### Logic cells by family, run 1

(3 px per um)
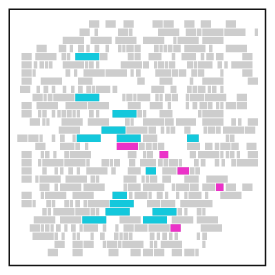
### Layout detail, run 1

Region (51, 51) to (76, 76) um. Cells in gray, sequential cells in the stronger gray; small squares are vias.
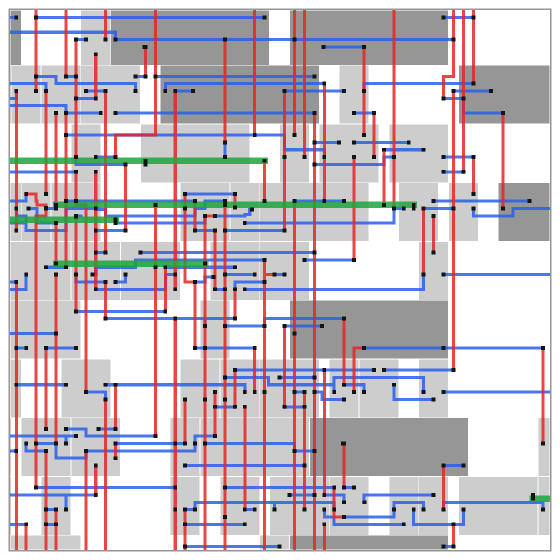
### M1 wires, run 1

(3 px per um)
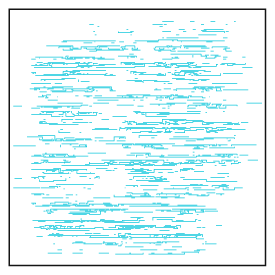
### Register map, names as in the netlist, run 1

(6 px per um) Other sequential cells in the stronger gray, the rest of the logic in the fainter gray.
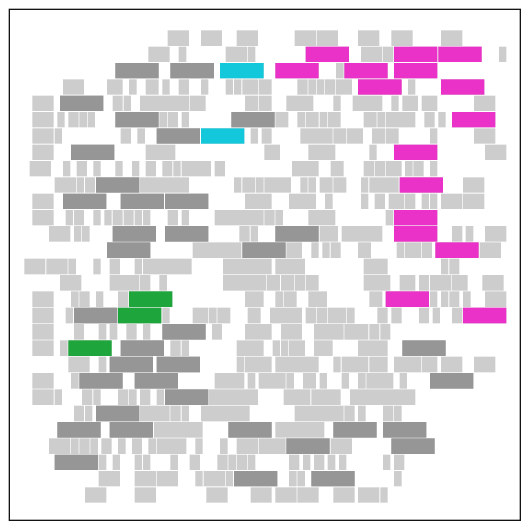
===== src/rtl/ternary_serial_alu.sv =====
// rtl/ternary_serial_alu.sv - bit-serial balanced-width ternary ALU, one trit per cycle
//
// Purpose: latches two TRITS-trit operands and an op, then processes one trit
// per clock (LSB first) for TRITS cycles and presents the result until taken.
// Trit encoding: 00=0, 01=1, 10=2, 11=invalid. Trit i lives in bits [2i+1:2i].
//
// Ports:
//   clk        rising-edge clock
//   reset      synchronous, active-high
//   in_valid   operands/op presented        in_ready   idle, can accept
//   op         000 MIN, 001 MAX, 010 CONSENSUS, 011 ANY, 100 ADD, others reserved
//   a, b       operands (2*TRITS bits)
//   result     registered result            carry_out  final ADD carry trit
//   error      invalid trit or reserved op  out_valid  result/carry_out/error valid
//   out_ready  consumer accepts the result

module ternary_serial_alu #(
  parameter int TRITS = 8
) (
  input  logic               clk,
  input  logic               reset,
  input  logic               in_valid,
  output logic               in_ready,
  input  logic [2:0]         op,
  input  logic [2*TRITS-1:0] a,
  input  logic [2*TRITS-1:0] b,
  output logic [2*TRITS-1:0] result,
  output logic [1:0]         carry_out,
  output logic               error,
  output logic               out_valid,
  input  logic               out_ready
);

  localparam int              IW       = (TRITS > 1) ? $clog2(TRITS) : 1;
  localparam logic [IW-1:0]   LAST_IDX = IW'(TRITS - 1);

  localparam logic [2:0] OP_MIN  = 3'b000;
  localparam logic [2:0] OP_MAX  = 3'b001;
  localparam logic [2:0] OP_CONS = 3'b010;
  localparam logic [2:0] OP_ANY  = 3'b011;
  localparam logic [2:0] OP_ADD  = 3'b100;

  typedef enum logic [1:0] {S_IDLE, S_BUSY, S_DONE} state_e;

  state_e             state_q, state_d;
  logic [2*TRITS-1:0] a_q, a_d, b_q, b_d, result_q, result_d;
  logic [2:0]         op_q, op_d;
  logic [IW-1:0]      idx_q, idx_d;
  logic [1:0]         carry_q, carry_d;
  logic               error_q, error_d;

  // Current-trit datapath
  logic [1:0] ta, tb, trit_res, trit_carry;
  logic [2:0] pair_sum, add_sum;
  logic       trit_bad, op_reserved;

  always_comb begin
    ta          = a_q[{idx_q, 1'b0} +: 2];
    tb          = b_q[{idx_q, 1'b0} +: 2];
    trit_bad    = (ta == 2'b11) || (tb == 2'b11);
    op_reserved = (op_q > OP_ADD);
    pair_sum    = {1'b0, ta} + {1'b0, tb};
    add_sum     = pair_sum + {1'b0, carry_q};
    trit_res    = 2'b00;
    trit_carry  = 2'b00;
    case (op_q)
      OP_MIN:  trit_res = (ta < tb) ? ta : tb;
      OP_MAX:  trit_res = (ta > tb) ? ta : tb;
      OP_CONS: begin
        if (ta == 2'd2 && tb == 2'd2)      trit_res = 2'd2;
        else if (ta == 2'd0 && tb == 2'd0) trit_res = 2'd0;
        else                               trit_res = 2'd1;
      end
      // clamp(a+b-1, 0, 2)
      OP_ANY: begin
        if (pair_sum == 3'd0)      trit_res = 2'd0;
        else if (pair_sum >= 3'd3) trit_res = 2'd2;
        else                       trit_res = 2'(pair_sum - 3'd1);
      end
      // carry in is at most 1, so the sum never exceeds 5
      OP_ADD: begin
        if (add_sum >= 3'd3) begin
          trit_res   = 2'(add_sum - 3'd3);
          trit_carry = 2'd1;
        end else begin
          trit_res   = add_sum[1:0];
        end
      end
      default: trit_res = 2'b00;
    endcase
    // Invalid trits and reserved ops contribute a zero trit and kill the carry
    if (trit_bad || op_reserved) begin
      trit_res   = 2'b00;
      trit_carry = 2'b00;
    end
  end

  // State register
  always_ff @(posedge clk) begin
    if (reset) begin
      state_q  <= S_IDLE;
      a_q      <= '0;
      b_q      <= '0;
      op_q     <= '0;
      idx_q    <= '0;
      carry_q  <= 2'b00;
      result_q <= '0;
      error_q  <= 1'b0;
    end else begin
      state_q  <= state_d;
      a_q      <= a_d;
      b_q      <= b_d;
      op_q     <= op_d;
      idx_q    <= idx_d;
      carry_q  <= carry_d;
      result_q <= result_d;
      error_q  <= error_d;
    end
  end

  // Next-state logic
  always_comb begin
    state_d = state_q;
    case (state_q)
      S_IDLE:  if (in_valid)           state_d = S_BUSY;
      S_BUSY:  if (idx_q == LAST_IDX)  state_d = S_DONE;
      S_DONE:  if (out_ready)          state_d = S_IDLE;
      default:                         state_d = S_IDLE;
    endcase
  end

  // Datapath next values
  always_comb begin
    a_d      = a_q;
    b_d      = b_q;
    op_d     = op_q;
    idx_d    = idx_q;
    carry_d  = carry_q;
    result_d = result_q;
    error_d  = error_q;
    if (state_q == S_IDLE && in_valid) begin
      a_d      = a;
      b_d      = b;
      op_d     = op;
      idx_d    = '0;
      carry_d  = 2'b00;
      result_d = '0;
      error_d  = 1'b0;
    end else if (state_q == S_BUSY) begin
      result_d[{idx_q, 1'b0} +: 2] = trit_res;
      carry_d = trit_carry;
      error_d = error_q | trit_bad | op_reserved;
      idx_d   = (idx_q == LAST_IDX) ? '0 : idx_q + 1'b1;
    end
  end

  // Outputs
  always_comb begin
    in_ready  = (state_q == S_IDLE);
    out_valid = (state_q == S_DONE);
    result    = result_q;
    carry_out = carry_q;
    error     = error_q;
  end

endmodule


===== config.mk =====
export PLATFORM = sky130hd
export DESIGN_NAME = ternary_serial_alu
export DESIGN_NICKNAME = d
export VERILOG_FILES = /design/src/rtl/ternary_serial_alu.sv
export SDC_FILE = /design/constraint.sdc
export NUM_CORES = 1
export LEC_CHECK = 0
export CORE_MARGIN = 2
export CORE_UTILIZATION = 45
export CTS_CLUSTER_SIZE = 10
export DETAILED_ROUTE_END_ITERATION = 7
export GPL_ROUTABILITY_DRIVEN = 0
export PLACE_DENSITY_LB_ADDON = 0.12
export SLEW_MARGIN = 30
export SYNTH_ARGS = -nofsm -noshare
export SYNTH_HDL_FRONTEND = slang
export SYNTH_SLANG_ARGS = --single-unit
export TNS_END_PERCENT = 30

===== constraint.sdc =====
create_clock -name clk -period 6.85 [get_ports clk]
set_input_delay 1.37 -clock clk [delete_from_list [all_inputs] [get_ports clk]]
set_output_delay 1.37 -clock clk [all_outputs]
set_load 0.1 [all_outputs]

==> results.json, run 1 <==
{
  "crit_path_end_kind": "register",
  "row_count": 29,
  "setup_viol": 0,
  "yosysCellCount": 346,
  "post_cts_resized": 0,
  "top_cell": "nand2_1",
  "arrival_ns": 4.98,
  "status": "complete, no violations",
  "crit_path_start_kind": "register",
  "drv_cap": 0,
  "common_cells": "nand2_1 (95), dfxtp_1 (58), a21oi_1 (45)",
  "p_total_mw": 0.824,
  "path_max_fanout": 18,
  "die_area_mm2": 0.00721,
  "numSynthFlops": 58,
  "grt_pass1_wl_um": 10900,
  "rsz0062_at_grt": "no",
  "place_inst": 466,
  "crit_path_cell_trace": "mux4_2 -> mux2i_2 -> inv_1 -> fa_1 -> ha_1 -> ha_1 -> or2_2 -> mux2_2 -> o2bb2ai_1 -> a221oi_2 -> o31ai_1",
  "finalNonFillerCells": 481,
  "tightestPinTransition_ns": 0.975,
  "fmax_mhz": 209,
  "synth_warnings": 0,
  "fin_hold_ws_ns": 0.449,
  "cp_common_cell": "ha_1",
  "syn_area_mm2": 0.00295
}
Back to the opening pictures, 'Logic cells by family':
legend:
  AND-OR and OR-AND gates:
    color: magenta
    cells: 5
  multiplexers:
    color: cyan
    cells: 14

Back to the opening pictures, 'Layout detail':
legend:
  met1:
    color: blue
  met2:
    color: red
  met3:
    color: green
cells with their middle in the window: 50
most frequent: nand2_1 (14), o31ai_1 (6), dfxtp_1 (6)
sequential cells in the window: 6
netlist names of flops here include: result (6)

Back to the opening pictures, 'M1 wires':
main direction: horizontal
longest straight run: 25.3 um
wire length on this layer: 3150 um
nets with wire on the layer: 399
share of all routed wire: 48%
Detailed Route WL: 6560 um
via count: 2519

Back to the opening pictures, 'Register map, names as in the netlist':
legend:
  result:
    color: magenta
    sequential_cells: 16
    where: top right
  op_q:
    color: green
    sequential_cells: 3
  state_q:
    color: cyan
    sequential_cells: 2

==> run 1: metal layers <==
metal | routed length [um] | GRT usage, % | share of wire (%) | up-vias
li1 | - | - | - | 1295
met1 | 3150 | 25.3 | 48 | 1139
met2 | 2950 | 29.3 | 45 | 76
met3 | 349 | 5.25 | 5.3 | 9
met4 | 107 | 7.50 | 1.6 | 0
met5 | 0 | 0 | 0 | -
==> run 1: final timing paths <==
check / start / endpoint / slack, ns / depth (start not counted)
worst max register to register: idx_q[0]$_SDFFE_PP0P_ / result[14]$_SDFFE_PP0P_ / 2.06 / 11
worst min register to register: result[3]$_SDFFE_PP0P_ / result[3]$_SDFFE_PP0P_ / 0.45 / 2
worst max-delay path: idx_q[0]$_SDFFE_PP0P_ / result[14]$_SDFFE_PP0P_ / 2.06 / 11
worst min-delay path: result[3]$_SDFFE_PP0P_ / result[3]$_SDFFE_PP0P_ / 0.45 / 2
==> run 1: power by group <==
part	switching [mW]	leakage, nW	internal (mW)
sequential	0.0115	0.473	0.351
clock	0.130	0.106	0.195
combinational	0.0753	0.905	0.0609
==> run 1: worst max-delay path: cells and delay by family (launching register included) <==
family                     cells  cell delay, ns
buffers and inverters          1            0.15
DFF                            1            0.87
muxes                          3            1.27
AOI/OAI and AO/OA              3            0.88
and+or+nand+nor                1            0.32
adders and majority gates      3            1.14
==> run 1: cells by family (layout without fill, tap and decap cells) <==
logic type,Yosys count,in the layout,synth area share [%]
DFF,58,58,39.4
and+or+nand+nor,144,144,21.7
muxes,14,14,9.60
xor gates and xnor gates,2,2,0.595
AOI/OAI and AO/OA,78,78,16.1
buffers and inverters,31,89,4.59
other,1,1,0.127
adders and majority gates,18,18,7.90
==> run 1: cell usage in the layout, fill, tap and decap left out, types with 2 or more instances in the layout <==
cell type | synthesis | routed
nand4_1 | 2 | 2
o21ai_0 | 3 | 3
nand2b_1 | 5 | 5
nor3_1 | 4 | 4
o21ai_1 | 6 | 6
and2_1 | 3 | 3
ha_1 | 17 | 17
or2_2 | 2 | 2
nor2_1 | 15 | 15
a31oi_1 | 4 | 4
nor2b_1 | 6 | 6
inv_1 | 12 | 12
dfxtp_1 | 58 | 58
a21oi_1 | 45 | 45
nor3b_1 | 3 | 3
clkdlybuf4s50_1 | 0 | 58
buf_4 | 1 | 3
mux2i_4 | 3 | 3
clkbuf_8 | 0 | 12
o31ai_1 | 9 | 9
mux4_2 | 8 | 8
nand3_1 | 6 | 6
nand2_1 | 95 | 95
==> run 1: sequential cells by signal, indices dropped and copies added, names as in the netlist <==
signal / flops
a_q: 16
b_q: 16
result: 16
idx_q: 3
op_q: 3
state_q: 2
carry_out: 1
error: 1
==> run 1: layout make-up <==
class                           instances  area [um2]  area share [%]
Clock inverter                          2        35.0           0.931
Inverter                               13        48.8            1.30
Timing Repair Buffer                   61         603            16.0
Clock buffer                           13         169            4.49
Sequential cell                        58        1160            30.9
Tap cell                               77        96.3            2.56
Multi-Input combinational cell        257        1650            43.8
### Congestion heat map, run 1

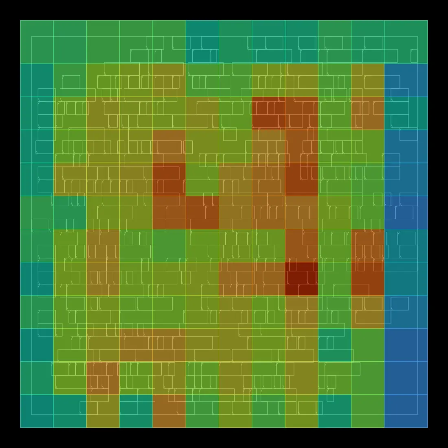

## Run 2: what changed since run 1
==> constraint.sdc (replaced) <==
create_clock -name clk -period 3.9 [get_ports clk]
set_input_delay 0.78 -clock clk [delete_from_list [all_inputs] [get_ports clk]]
set_output_delay 0.78 -clock clk [all_outputs]
set_load 0.1 [all_outputs]
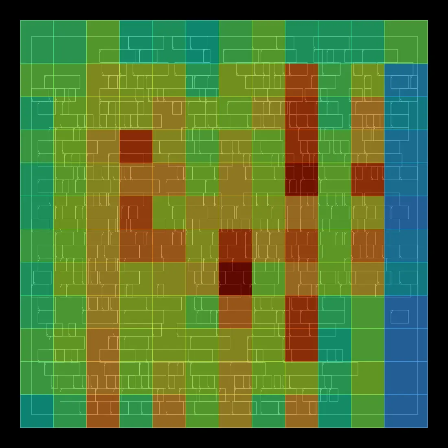
*Congestion heat map, run 2*
met2 GRT Util: 31.7%
routed length per placed instance: 13.3 um

==> run 2 against run 1 <==
Via count rose by 0.79%. Critical path depth rose by 2. Register-to-register slack got worse by 1.8 ns. Clock power rose by 52%. First-iteration DRC count rose by 12%. Clock skew rose by 0.0033 ns. Non-clock buffer count rose by 9. Combinational power rose by 86%. Sequential share of layout area fell by 0.38 points. Largest cell class unchanged.
==> results.json, run 2 <==
{
  "xor_share_pct": 0.594,
  "row_count": 29,
  "status": "complete, no violations",
  "yosysCellCount": 346,
  "switching_power_mw": 0.387,
  "muxShareOfSynthArea_pct": 9.60,
  "crit_path_start_kind": "register",
  "seq_power_share_pct": 45.9,
  "clock_power_share_pct": 35.8,
  "final_layout_top_logic_cells": "nand2_1 (95), clkdlybuf4s50_1 (58), dfxtp_1 (57)",
  "netlist_logic_family_top": "simple AND/OR/NAND/NOR gates",
  "crit_path_end_kind": "register",
  "busiest_layer": "met2",
  "swShare_pct": 28.0,
  "lay_top_count": "nand2_1",
  "rsz0062_at_grt": "no",
  "gr-usage-met1_pct": 27.4,
  "adder_share_pct": 7.90,
  "common_cells": "nand2_1 (95), dfxtp_1 (58), a21oi_1 (45)",
  "wl_um": 6520,
  "numSynthFlops": 58,
  "mi_logic_area_mm2": 0.00167,
  "globalRouteMet3Util_pct": 3.70,
  "syn_area_mm2": 0.00295,
  "tightestPinTransition_ns": 0.978,
  "ys_sh_aoi_pct": 16.1,
  "arrival_ns": 3.89
}
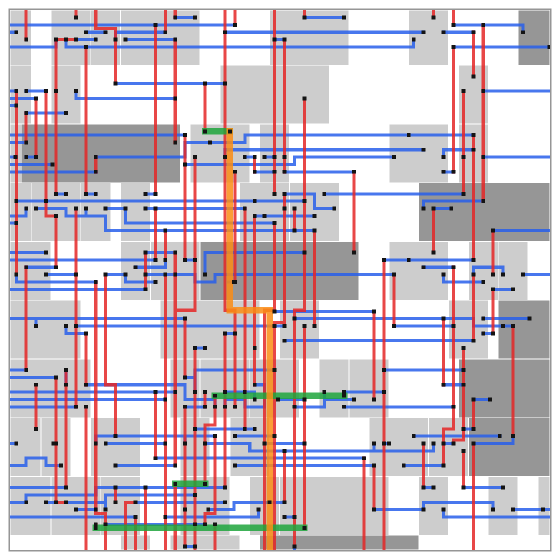
*Layout detail, run 2*
Region (51, 51) to (76, 76) um. Cells in gray, sequential cells in the stronger gray; small squares are vias.
legend:
  met3:
    color: green
  met1:
    color: blue
  met2:
    color: red
  met4:
    color: orange
sequential cells in the window: 5
cells with their middle in the window: 54
netlist names of flops here include: result (5)
most frequent: nand2_1 (15), dfxtp_1 (5)

[run 2: cell counts after synthesis]
No cell type changed its count.
[run 2: timing repair]
item	4_1_cts	5_1_grt
resized	0	1
setup buffers	0	2
setup endpoints to repair	0	16
[run 2: logic make-up after synthesis]
family / count (synthesis)
compound gates: 78
other cells: 1
buf+inv: 31
flops: 58
mux: 14
fa+ha+maj: 18
xor+xnor: 2
simple gates: 144
[run 2: power groups by stage]
stage          Clock, mW  Sequential, mW  Combinational [mW]
2_1_floorplan          0           0.643               0.171
3_3_place_gp           0           0.648               0.247
3_5_place_dp           0           0.649               0.251
4_1_cts            0.505           0.636               0.253
5_1_grt            0.529           0.638               0.286
6_report           0.495           0.635               0.253
[run 2: final cells by class]
| cell class | count | area share (%) |
|---|---|---|
| Inverter | 13 | 1.28 |
| Clock inverter | 2 | 0.327 |
| Multi-Input combinational cell | 257 | 43.7 |
| Timing Repair Buffer | 70 | 17.5 |
| Sequential cell | 58 | 30.5 |
| Tap cell | 77 | 2.52 |
| Clock buffer | 13 | 4.16 |
[run 2: worst paths after layout]
kind	from	endpoint	cells after the start
max	idx_q[0]$_SDFFE_PP0P_	result[8]$_SDFFE_PP0P_	13
min	result[7]$_SDFFE_PP0P_	result[7]$_SDFFE_PP0P_	2
max reg2reg	idx_q[0]$_SDFFE_PP0P_	result[8]$_SDFFE_PP0P_	13
min reg2reg	result[7]$_SDFFE_PP0P_	result[7]$_SDFFE_PP0P_	2
[run 2: layer usage]
layer,wire (um),vias up
li1,-,1306
met1,3160,1161
met2,2970,62
met3,251,10
met4,137,0
met5,0,-
[run 2: metrics by stage]
step | hold slack (ns) | cell area (um2) | cells | utilization (%)
finish | 0.445 | 3820 | 490 | 60.2
global route | 0.471 | 3820 | 490 | 60.2
CTS | 0.450 | 3800 | 488 | 59.9
detailed placement | 0.441 | 3630 | 473 | 57.2
global placement | 0.436 | 3630 | 473 | 57.2
floorplan | 0.433 | 2970 | 346 | -
[run 2: worst register-to-register path: stages, from the launching register on]
cell and delay, ns:
dfxtp_4 0.44, mux4_2 0.56, mux2i_4 0.16, inv_1 0.08
ha_2 0.18, fa_1 0.60, ha_4 0.24, ha_2 0.20
or2_4 0.26, mux2_2 0.26, o2bb2ai_1 0.13, a221oi_2 0.18
buf_4 0.20, o31ai_1 0.08
No activity file was given, so power comes from the tool's default toggle rates.
